Design gear_shift_register_flat, sky130hd; sources not shown.
==> run_1/layer_met1.png <==
The bar under the picture is 20 um long. Supply wires on this layer in gray. Cells faint in the background.
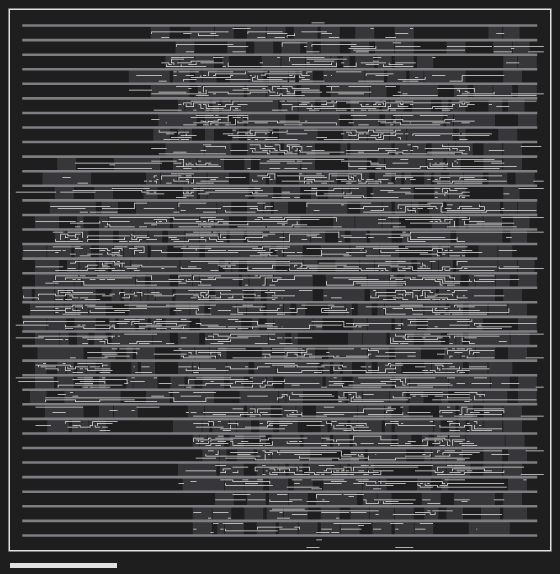
nets with wire on the layer	601
main direction	horizontal
wire length on this layer	5610 um
met1 usage in global routing: 33.8%
vias: 4492
wire length after detailed routing: 14000 um

==> run_1/congestion.png <==
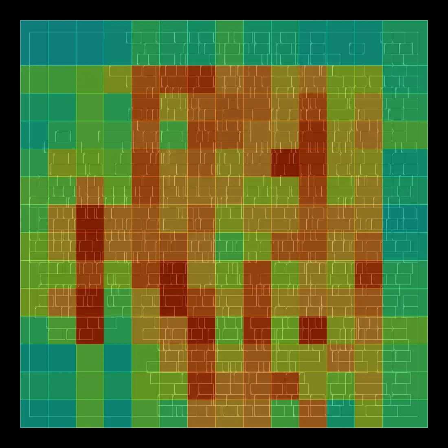
most congested layer reported by global routing: met2
average wire length per cell after detail routing: 19.0 um
met3 routing resource usage after global routing: 5.34%
global-route total usage across every layer: 26.2%

==> run_1/sizes.png <==
The bar under the picture is 20 um long.
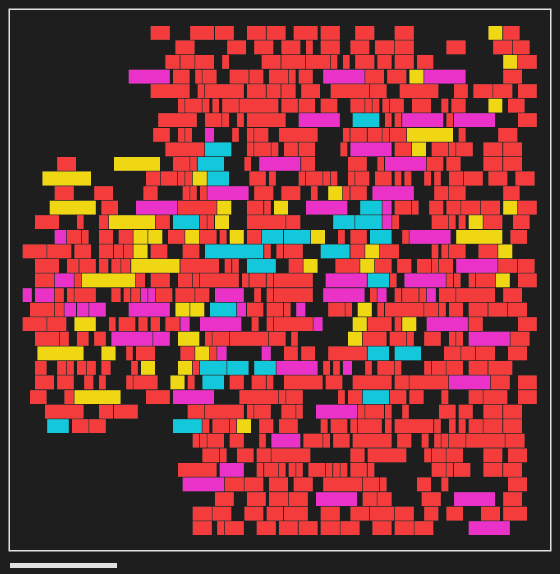
color	size	cells	share	most used
yellow	_3 and _4 cells	47	7.5%	buf_4
magenta	_2 cells	56	9.0%	dfxtp_2
cyan	_6 and larger	25	4.0%	buf_6
red	_0 and _1 cells	497	80%	clkdlybuf4s50_1
post-route design area: 5890 um^2
Layout Area Growth over Synthesis: 61.0%
Non-clk bufs: 217
minimum setup slack in the final design: 0.0149 ns

==> run_1/detail.png <==
The bar under the picture is 10 um long. Window x 30 to 70, y 10 to 50 um. Cells in gray, sequential cells in the stronger gray; small squares are vias.
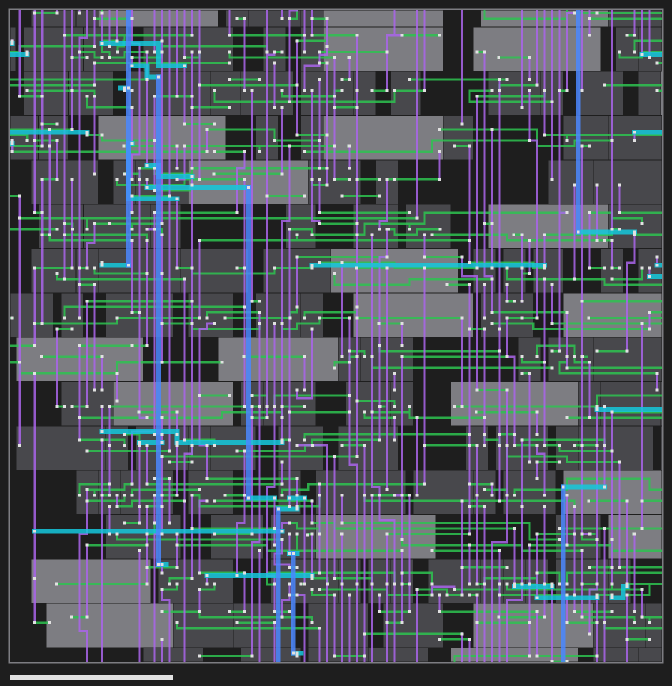
color	layer
purple	metal 2
blue	metal 4
green	metal 1
cyan	metal 3
most frequent	nand2_1 (19), nor2_1 (17), a311oi_1 (17)
cells with their middle in the window	130
sequential cells in the window	18

==> commit_impl_results.txt <==
Record implementation results from latest flow run

- Critical path, cell by cell: clkdlybuf4s50_1
- For the pin with the worst max-slew slack, the measured transition is 0.515 ns.
- Run status: finished, final reports clean
- Logged for this run, the post-placement worst setup slack is -0.533 ns.
- Met2 wire length: 6690 um
- For this design, the slowest cell found on the critical path is clkdlybuf4s50_1.
* Leakage power summed over all cells: 0.00247 uW
* Ys flops: 71
- The flow reports power dissipated in combinational cells as 1360 uW.
- Worst r2r path cells: 5
- Area of the die: 10200 um^2
- All stages included, the depth of the critical timing path comes to 1.
- Most frequent logic cell in the layout: clkdlybuf4s50_1
- Post-route period utilization is reported as 99.0%.
- Measured along the x axis, the die boundary spans 101 um.
* Die Y: 101 um
- For this run, asynchronously set or reset flops after synthesis account for 0%.
* Area leader, netlist: dfxtp_1
- Portion of total power attributed to combinational logic: 26.2%
* Max IR drop VDD: 0.000439 V
* Startpoint class of the critical path: register
- The final max-slew violation count recorded for this run is 0.
* Largest stage delay on the critical path: 0.56 ns
* Final std cells w/o fill: 736
- Number of flip-flops in the largest register: 64
- After detailed routing, the met3 layer carries 1400 um of wire.
- Number of cell instances after yosys synthesis: 444
* Inst Count DP: 708
- Global routing used 44.5% of the available met2 tracks.
- Minimum clock period after layout: 1.46 ns
- The arrival time of data at the worst endpoint is listed as 1.31 ns.
* Post-route DRC violation count: 0
* Yosys warns: 0
- Cell depth of the worst min-delay path: 3
- For this run, the detailed router reports a per-instance via density of 6.10.
* Layout cell share with drive strength beyond 1: 20.5%
- Number of enable-type register cells in the synthesized netlist: 0
- Post-cts resize count: 103
* Clock transition time at the flip-flop clock pins of the worst setup and hold paths: 0.08 ns
- Per the synthesis report, the number of distinct cell types is 32.
- Max-cap violation count: 0
* Post-layout util: 64.3%
* Total number of clock tree sinks: 71
- The number of setup buffers added after CTS is 7.
* Switching Power: 1570 uW
- Chip area line of the yosys report: 3660 um^2
- Fmax: 687 MHz
* Mean instance size in the synthesized netlist: 8.23 um^2
- Counting along the longest clock path gives a buffer depth of 2.
* Cell with the most instances after synthesis: dfxtp_1
- Remaining antenna violation count: 0
- The filler cells instantiated in the layout total 746.
* Post-Synthesis Net Count: 524
- At the end of routability-driven placement, the weighted congestion stood at 0.948.
* Log Warnings: 31
* Total power after layout: 5210 uW
- The tightest min-delay check is of the in2reg type.
- Endpoints with negative setup slack in the final report add up to 0.
- The count of buffers added on input and output ports is 153.
- In this run, post-CTS hold repair placed 0 buffers.
- Initial cell density of the core: 39.9%
* RSZ-0062 raised after global routing: true
- Counting instances in the post-synthesis netlist gives the leading cell types as dfxtp_1, nand2_1, nor2_1, a22oi_1, a311oi_1.
- Clock network power share: 30.3%
- Power attributed to the clock group is 1580 uW.
- Power density over the cells: 885 nW/um^2
- Per the detailed placement report, the placed cell area equals 5330 um^2.
* Top power consumer group: registers
- Reported sequential group power: 2270 uW
- Relative slew slack: 65.7%
- Violation count after the first detailed-routing iteration: 374
* Depth of the CTS H-tree: 3
- Number of diodes: 0
- In the placement report, post-DP HPWL is listed as 9920 um.
- For this run the aggregate overflow at the end of global routing stands at 0.
- Entering global routing, the biggest net connects 12 pins.
- Final net count: 700
* Number of global-route vias before repair: 4237
- Worst path required time: 1.32 ns
- Area share of the largest cell type after synthesis: 38.9%
- Worst setup EP type: output port
- Per Yosys stat, the portion of area used by sequential elements is 38.9%.
* Design internal power: 3640 uW
- CP Max Fanout: 4
- Switching power share of the total: 30.1%
- Worst setup skew after layout: 0.00682 ns
* Core box area: 9150 um^2
- Root Driver: clkbuf_8
- Hold slack: 0.447 ns
* Number of primary I/O pins: 154
- DR pass1 iterations: 5
* Post-Route M1 WL: 5610 um
- Cell class contributing the biggest share of worst-path delay: buffers and inverters
- Setup slack on the worst flop-to-flop path: 0.02 ns
* Top cells by area: dfxtp_1, a311oi_1, a22oi_1, nand2_1, nor2_1
-- run 1: cell families (layout without fill, tap and decap cells) --
| group | after synthesis | count (layout) | synth area share (%) |
|---|---|---|---|
| simple gates | 158 | 158 | 17.7 |
| compound gates | 152 | 152 | 32.9 |
| flops | 71 | 71 | 38.9 |
| buf+inv | 57 | 238 | 8.45 |
| fa+ha+maj | 6 | 6 | 2.05 |
-- run 1: layout make-up --
class	count	area (um^2)	share of cell area (%)
buffer	52	412	6.99
clock buffer	12	145	2.47
clock inverter	4	45.0	0.765
inverter	5	18.8	0.319
multi-input combinational	316	2000	34.0
sequential	71	1490	25.2
tap	111	139	2.36
timing repair buffer	165	1640	27.9
Power and IR drop assume default switching activity.
